==> images/final_congestion.png <==
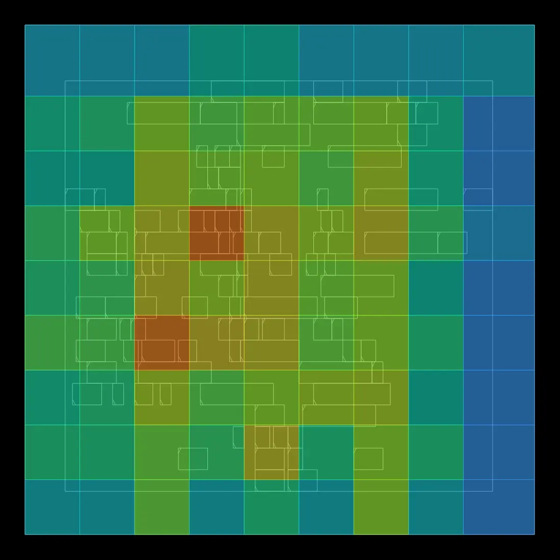
==> images/registers.png <==
Bar = 20 um.
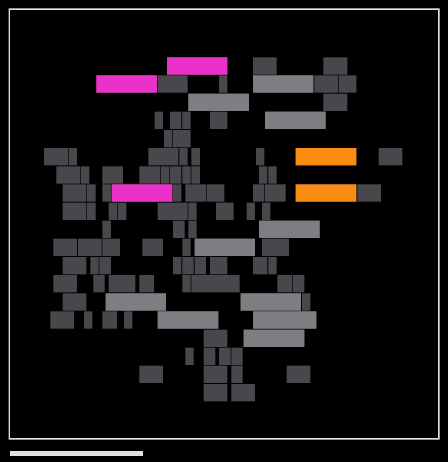
==> images/density.png <==
6 x 6 tiles, from black (low) to pale yellow (high), 0 to 100% covered.
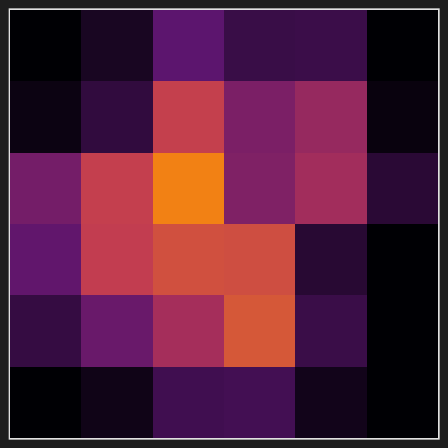
==> images/metal_stack.png <==
Bar = 20 um. Two of the layers only.
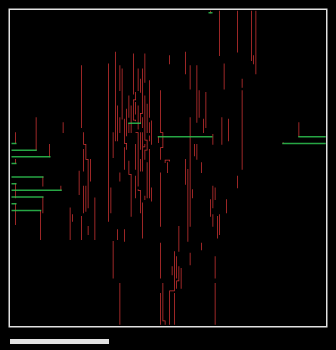
==> config.mk <==
export PLATFORM = sky130hd
export DESIGN_NAME = updown_counter_sched_flat
export DESIGN_NICKNAME = d
export VERILOG_FILES = /design/src/rtl/updown_counter_sched_if.sv /design/src/rtl/updown_counter_sched.sv /design/src/flat_wrapper.sv
export SDC_FILE = /design/constraint.sdc
export NUM_CORES = 1
export LEC_CHECK = 0
export ABC_AREA = 1
export CAP_MARGIN = 20
export CORE_MARGIN = 5
export CORE_UTILIZATION = 25
export CTS_BUF_LIST = sky130_fd_sc_hd__clkbuf_2 sky130_fd_sc_hd__clkbuf_4 sky130_fd_sc_hd__clkbuf_8
export CTS_CLUSTER_DIAMETER = 40
export DETAILED_ROUTE_END_ITERATION = 7
export PLACE_DENSITY = 0.49
export SYNTH_ARGS = -nofsm -noshare
export SYNTH_HDL_FRONTEND = slang
export SYNTH_SLANG_ARGS = --single-unit
==> constraint.sdc <==
create_clock -name Clk -period 1.9 [get_ports Clk]
set_input_delay 0.38 -clock Clk [delete_from_list [all_inputs] [get_ports Clk]]
set_output_delay 0.38 -clock Clk [all_outputs]
set_load 0.02 [all_outputs]
==> run notes <==
fresh numbers from the pnr run: CP bufs+invs=1, fa+ha+maj area frac=3.413%, Chip Area, Yosys=733.2 um2, max reg flops=3, Power Clock=188 uW, WL met2=714 um, Yosys Instances=79, Top non-seq family=simple AND/OR/NAND/NOR gates, post-synthesis async set-or-reset flop share=100.0%, Yosys top cell by instances=nand2_1, power density over the cells=1461 nW/um2, clock buf count=4, sequential share of power=36.0%, Seq/Total Area, Yosys=51.37%, antenna-violating nets left=0, Mapped Cells=79, number of non-clock inverters=16, Metal-1 WL=650 um, status=completed, CP max stage delay=0.61 ns, post-CTS repair timing setup buffer count=0, Hold WS=0.4144 ns, Synth warnings=0, distinct cell type count after synthesis=23, Relative slew margins=83.90%, Largest cell class=flip-flops and latches, clock share of power=12.5%, Worst setup SP type=flop, total gr overflow=0, Post-DP HPWL=1219 um, die area=4116 um2, fill cell count=292, vias in the first global route=631
Notes on final_congestion.png above:
met2 Track Usage GR: 13.07%
grt met3 use: 0.8757%
WL/cell: 10.66 um
Top Usage Layer GRT: met2

Notes on registers.png above:
[magenta] u_core.rem_r | sequential cells: 3
[orange] u_core.bus.Done | sequential cells: 2
not colored: 10
Seq area share: 36.57%
seq pwr: 541 uW

Notes on density.png above:
nearly empty tiles: 17%
densest ninth of the die: middle
fullest tile: 72%
mean over tiles: 24%
Core ar.: 2781 um2
fp util: 26.36%
final core occ: 37.02%

Notes on metal_stack.png above:
[red] met2 | wire length: 714 um
[green] met3 | wire length: 70.4 um
final wirelength: 1460 um
via count of the routed design: 590
Total GRT Usage: 7.520%

Power and IR drop assume default switching activity.
